`config.mk`:
```
export PLATFORM = sky130hd
export DESIGN_NAME = hba_arbiter
export DESIGN_NICKNAME = d
export VERILOG_FILES = /design/src/rtl/hba_pkg.sv /design/src/rtl/hba_rr_select.sv /design/src/rtl/hba_arbiter.sv
export SDC_FILE = /design/constraint.sdc
export NUM_CORES = 1
export LEC_CHECK = 0
export ABC_AREA = 1
export CORE_MARGIN = 5
export CORE_UTILIZATION = 42
export DETAILED_ROUTE_END_ITERATION = 8
export GPL_ROUTABILITY_DRIVEN = 1
export PLACE_DENSITY = 0.68
export SLEW_MARGIN = 40
export SYNTH_ARGS = -nofsm -noshare
export SYNTH_HDL_FRONTEND = slang
export SYNTH_HIERARCHICAL = 1
export SYNTH_SLANG_ARGS = --single-unit
```
`constraint.sdc`:
```
create_clock -name clk -period 1.6 [get_ports clk]
set_input_delay 0.32 -clock clk [delete_from_list [all_inputs] [get_ports clk]]
set_output_delay 0.32 -clock clk [all_outputs]
set_load 0.05 [all_outputs]
```
`src/rtl/hba_pkg.sv`:
```
// Shared HBA bus constants plus arbiter state encoding and counter widths.
package hba_pkg;

    // HBA bus widths shared across the peripheral slice
    localparam int unsigned DBUS_WIDTH        = 8;
    localparam int unsigned PERIPH_ADDR_WIDTH = 4;
    localparam int unsigned REG_ADDR_WIDTH    = 8;

    // Arbiter widths: grant id is always 3 bits (up to 8 masters)
    localparam int unsigned GRANT_ID_WIDTH    = 3;
    localparam int unsigned HOLD_CNT_WIDTH    = 16;
    localparam int unsigned STATE_WIDTH       = 2;

    // Arbiter FSM encoding
    localparam logic [STATE_WIDTH-1:0] ST_IDLE  = 2'd0;
    localparam logic [STATE_WIDTH-1:0] ST_GRANT = 2'd1;
    localparam logic [STATE_WIDTH-1:0] ST_TURN  = 2'd2;

endpackage

```
`src/rtl/hba_rr_select.sv`:
```
// Combinational round-robin search: first unmasked requester after last_owner.
module hba_rr_select
    import hba_pkg::*;
#(
    parameter int unsigned NUM_MASTERS = 4
) (
    input  logic [NUM_MASTERS-1:0]    req,
    input  logic [NUM_MASTERS-1:0]    mask,
    input  logic [GRANT_ID_WIDTH-1:0] last_owner,
    output logic [GRANT_ID_WIDTH-1:0] winner,
    output logic                      valid
);

    localparam int unsigned IDX_W = (NUM_MASTERS > 1) ? $clog2(NUM_MASTERS) : 1;

    logic [NUM_MASTERS-1:0] elig;

    assign elig = req & ~mask;

    // Walk offsets from farthest to nearest so the nearest eligible index wins
    always_comb begin
        int unsigned idx;
        idx    = 0;
        winner = '0;
        valid  = 1'b0;
        for (int unsigned k = NUM_MASTERS; k >= 1; k--) begin
            idx = (32'(last_owner) + k) % NUM_MASTERS;
            if (elig[IDX_W'(idx)]) begin
                winner = GRANT_ID_WIDTH'(idx);
                valid  = 1'b1;
            end
        end
    end

endmodule

```
`src/rtl/hba_arbiter.sv`:
```
// Round-robin HBA bus arbiter with turnaround cycle, hold timeout and lockout.
module hba_arbiter
    import hba_pkg::*;
#(
    parameter int unsigned NUM_MASTERS  = 4,
    parameter int unsigned HOLD_TIMEOUT = 1024
) (
    input  logic                      clk,
    input  logic                      reset,
    input  logic [NUM_MASTERS-1:0]    hba_mreq,
    output logic [NUM_MASTERS-1:0]    hba_mgrant,
    output logic [GRANT_ID_WIDTH-1:0] hba_grant_id,
    output logic                      hba_busy,
    output logic                      hba_timeout
);

    localparam int unsigned IDX_W = (NUM_MASTERS > 1) ? $clog2(NUM_MASTERS) : 1;
    localparam logic [HOLD_CNT_WIDTH-1:0] HOLD_LAST = HOLD_CNT_WIDTH'(HOLD_TIMEOUT - 1);

    logic [STATE_WIDTH-1:0]    state, state_nxt;
    logic [GRANT_ID_WIDTH-1:0] last_owner, last_owner_nxt;
    logic [HOLD_CNT_WIDTH-1:0] hold_cnt, hold_cnt_nxt;
    logic [NUM_MASTERS-1:0]    lockout, lockout_nxt, lock_set;
    logic [NUM_MASTERS-1:0]    mgrant_nxt;
    logic [GRANT_ID_WIDTH-1:0] grant_id_nxt;
    logic                      busy_nxt;
    logic                      timeout_nxt;

    logic [GRANT_ID_WIDTH-1:0] rr_winner;
    logic                      rr_valid;
    logic [IDX_W-1:0]          owner_idx;

    assign owner_idx = last_owner[IDX_W-1:0];

    hba_rr_select #(
        .NUM_MASTERS (NUM_MASTERS)
    ) u_rr_select (
        .req        (hba_mreq),
        .mask       (lockout),
        .last_owner (last_owner),
        .winner     (rr_winner),
        .valid      (rr_valid)
    );

    // State and registered outputs; reset drops any grant immediately
    always_ff @(posedge clk) begin
        if (reset) begin
            state        <= ST_IDLE;
            last_owner   <= GRANT_ID_WIDTH'(NUM_MASTERS - 1);
            hold_cnt     <= '0;
            lockout      <= '0;
            hba_mgrant   <= '0;
            hba_grant_id <= '0;
            hba_busy     <= 1'b0;
            hba_timeout  <= 1'b0;
        end else begin
            state        <= state_nxt;
            last_owner   <= last_owner_nxt;
            hold_cnt     <= hold_cnt_nxt;
            lockout      <= lockout_nxt;
            hba_mgrant   <= mgrant_nxt;
            hba_grant_id <= grant_id_nxt;
            hba_busy     <= busy_nxt;
            hba_timeout  <= timeout_nxt;
        end
    end

    // Next-state and next-output decode; requests are only evaluated in IDLE
    always_comb begin
        state_nxt      = state;
        last_owner_nxt = last_owner;
        hold_cnt_nxt   = hold_cnt;
        mgrant_nxt     = hba_mgrant;
        grant_id_nxt   = hba_grant_id;
        busy_nxt       = hba_busy;
        timeout_nxt    = hba_timeout;
        lock_set       = '0;

        case (state)
            ST_IDLE: begin
                if (rr_valid) begin
                    state_nxt      = ST_GRANT;
                    last_owner_nxt = rr_winner;
                    hold_cnt_nxt   = '0;
                    mgrant_nxt     = NUM_MASTERS'(1) << rr_winner;
                    grant_id_nxt   = rr_winner;
                    busy_nxt       = 1'b1;
                end
            end
            ST_GRANT: begin
                if (!hba_mreq[owner_idx]) begin
                    state_nxt    = ST_TURN;
                    mgrant_nxt   = '0;
                    grant_id_nxt = '0;
                    busy_nxt     = 1'b0;
                end else if (hold_cnt == HOLD_LAST) begin
                    state_nxt           = ST_TURN;
                    mgrant_nxt          = '0;
                    grant_id_nxt        = '0;
                    busy_nxt            = 1'b0;
                    timeout_nxt         = 1'b1;
                    lock_set[owner_idx] = 1'b1;
                end else begin
                    hold_cnt_nxt = hold_cnt + HOLD_CNT_WIDTH'(1);
                end
            end
            ST_TURN: begin
                state_nxt = ST_IDLE;
            end
            default: begin
                state_nxt    = ST_IDLE;
                mgrant_nxt   = '0;
                grant_id_nxt = '0;
                busy_nxt     = 1'b0;
            end
        endcase

        // A lockout bit survives only while its request stays high
        lockout_nxt = (lockout & hba_mreq) | lock_set;
    end

endmodule

```
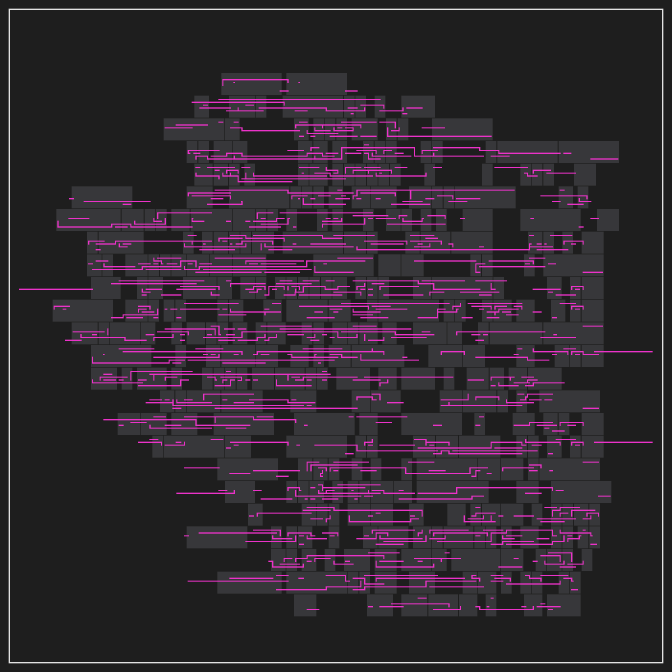
Fig. 1. Signal wires on met1.
Cells faint in the background.
longest straight run: 21.6 um
share of all routed wire: 48%

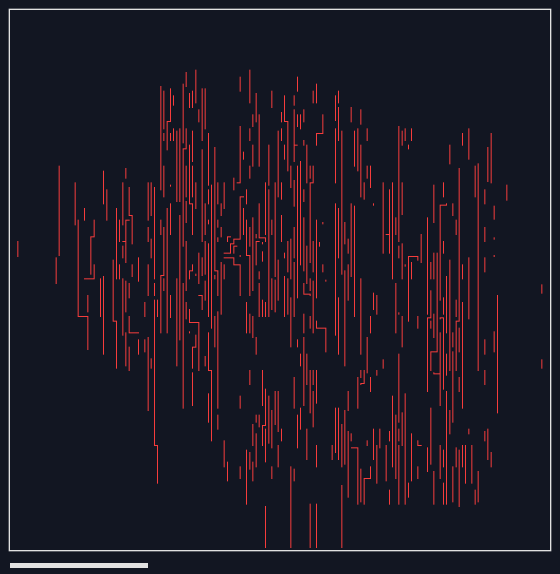
Fig. 2. Signal wires on met2.
Bar = 20 um.
wire length on this layer: 2120 um
main direction: vertical
longest straight run: 29.9 um

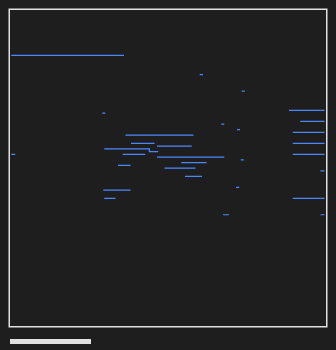
Fig. 3. M3 wires.
Bar = 20 um.
longest straight run: 27.6 um
share of all routed wire: 3.7%
main direction: horizontal

==> impl_metrics.py <==
# Flow results
metrics = {
    "floorplanning": {
        "n_tap_cell": 52,
        "num_io_pins": 15,
        "core-area_mm2": 0.00444,
        "die_w_um": 78.2,
        "die_area_mm2": 0.00612,
    },
    "clocking": {
        "htreeDepth": 2,
        "ctsHoldBuffers": 0,
        "postCtsSetupRepairBufs": 0,
        "cts_buffers": 5,
        "tritoncts": "done",
        "path_clk_slew_ps": 60,
        "cts_root_buf": "clkbuf_8",
        "cts_buffer_depth": 2,
        "clock_sinks": 33,
    },
    "layout": {
        "lay_top_count": "nand2_1",
        "regArea_um2": 667,
        "num-nonclk-buffers": 46,
        "clock_buffers": 5,
        "logic_gate_count": 225,
        "num_antenna_cells": 0,
        "nFillCells": 423,
        "comb_area_mm2": 0.00123,
        "inverters": 42,
        "flops": 33,
        "area_growth_pct": 31.0,
        "layout-drive-gt1-share": 0.310,
        "top_area_cell_class": "combinational gates",
        "fin_nets": 360,
        "clkCellAreaFrac": 0.0288,
    },
    "hold_path": {
        "worstHoldPathType": "reg -> reg",
        "hold_depth": 2,
        "holdPathEnd": "hba_mgrant[0]$_SDFFE_PP0P_",
        "worstHoldStart": "hba_mgrant[0]$_SDFFE_PP0P_",
    },
    "route": {
        "top_layer_used": "met4",
        "drc": 0,
        "drtIter0Drc": 87,
        "dr_wl_met2_um": 2120,
        "via_per_inst": 4.98,
        "wl_per_cell_um": 11.6,
        "first_pass_iters": 4,
        "dr_wl_met3_um": 171,
        "dr_total_vias": 2011,
        "finalWirelength_um": 4690,
    },
    "global_route": {
        "grt_first_pass_wirelength_um": 7850,
        "grt.total_usage": 0.157,
        "grt_use_met2": 0.254,
        "grt-ovfl-total": 0,
        "grt_util_met1": 0.203,
        "grtUsageMet3": 0.0286,
        "grt_max_degree": 12,
        "busiest_layer": "met2",
    },
    "run": {
        "warnings": 27,
        "maxCapViolations": 0,
    },
    "power_and_ir_drop": {
        "comb-power_mw": 2.18,
        "p_int_mw": 2.07,
        "clkPwrFrac": 0.153,
        "seqPwrFrac": 0.272,
        "pg_clk_mw": 0.579,
        "p_leak_nw": 1.09,
        "power_sequential_mw": 1.03,
        "pwr-share-comb": 0.575,
        "ir_drop_mv": 0.620,
        "top_power_group": "combinational cells",
        "switchingPower_mw": 1.73,
        "switching_share": 0.456,
    },
    "critical_path": {
        "worstPathCellList": "buf_4, inv_2, nand2_1, nand2_1, nand2_1, nand2_2, nand2_2, nand2_4, nand3_1, a21oi_2, nor2_1",
        "startpoint": "last_owner[0]$_SDFFE_PP1P_",
        "r2r_end": "hold_cnt[10]$_SDFFE_PP0P_",
        "rr_worst_depth": 11,
        "crit_path_end_kind": "flip-flop",
        "arrival_ps": 1710,
        "rrSetupSlack_ps": 70,
        "startpoint_type": "flip-flop",
        "critPathSlowestCell": "dfxtp_4",
        "crit_path_frequent_cell": "nand2_1",
        "path_class": "reg -> reg",
        "critPathMaxStageDelay_ps": 380,
        "crit_family": "simple AND/OR/NAND/NOR gates",
        "cp_max_fo": 7,
        "endpoint": "hold_cnt[10]$_SDFFE_PP0P_",
        "path_buffers": 2,
        "crit_cells": 11,
        "worstPathRequired_ps": 1780,
    },
    "place": {
        "gp_congestion": 0.873,
        "dp_cells": 393,
        "hpwl_um": 3410,
        "pre_cts_ws_ps": -435,
        "io_buffers": 14,
    },
    "sta": {
        "finalCritPeriodShare": 0.954,
        "clock_skew_ps": 8.14,
        "final-hold-violation-count": 0,
        "setup_ws_ps": 73.5,
        "period_needed_ps": 1530,
        "fmax_mhz": 655,
        "drv_slew": 0,
        "rsz0062_at_grt": "yes",
    },
    "yosys": {
        "yosysWarningCount": 6,
        "syn_inst": 304,
        "netlist_area_mm2": 0.00196,
        "syn_area_per_cell_um2": 6.43,
    },
    "status": {
        "status": "completed",
    },
}
==> per-stage QoR <==
step	hold slack, ps	instance area, um^2	utilization	setup TNS [ps]	total power, mW
3_3_place_gp	451	2320	0.522	-8820	2.88
2_1_floorplan	443	1960	-	0	2.32
3_5_place_dp	455	2320	0.522	-10540	2.89
4_1_cts	463	2430	0.547	0	3.58
5_1_grt	479	2560	0.576	-269	4.07
6_report	462	2560	0.576	0	3.80
==> flip-flops by register name (all words and copies together) (netlist names) <==
| register | count |
|---|---|
| lockout | 4 |
| hba_timeout | 1 |
| state | 2 |
| hba_mgrant | 4 |
| last_owner | 2 |
| hold_cnt | 16 |
| hba_busy | 1 |
| hba_grant_id | 3 |
Power figures rest on the tool's default switching activity, not on a simulated workload.
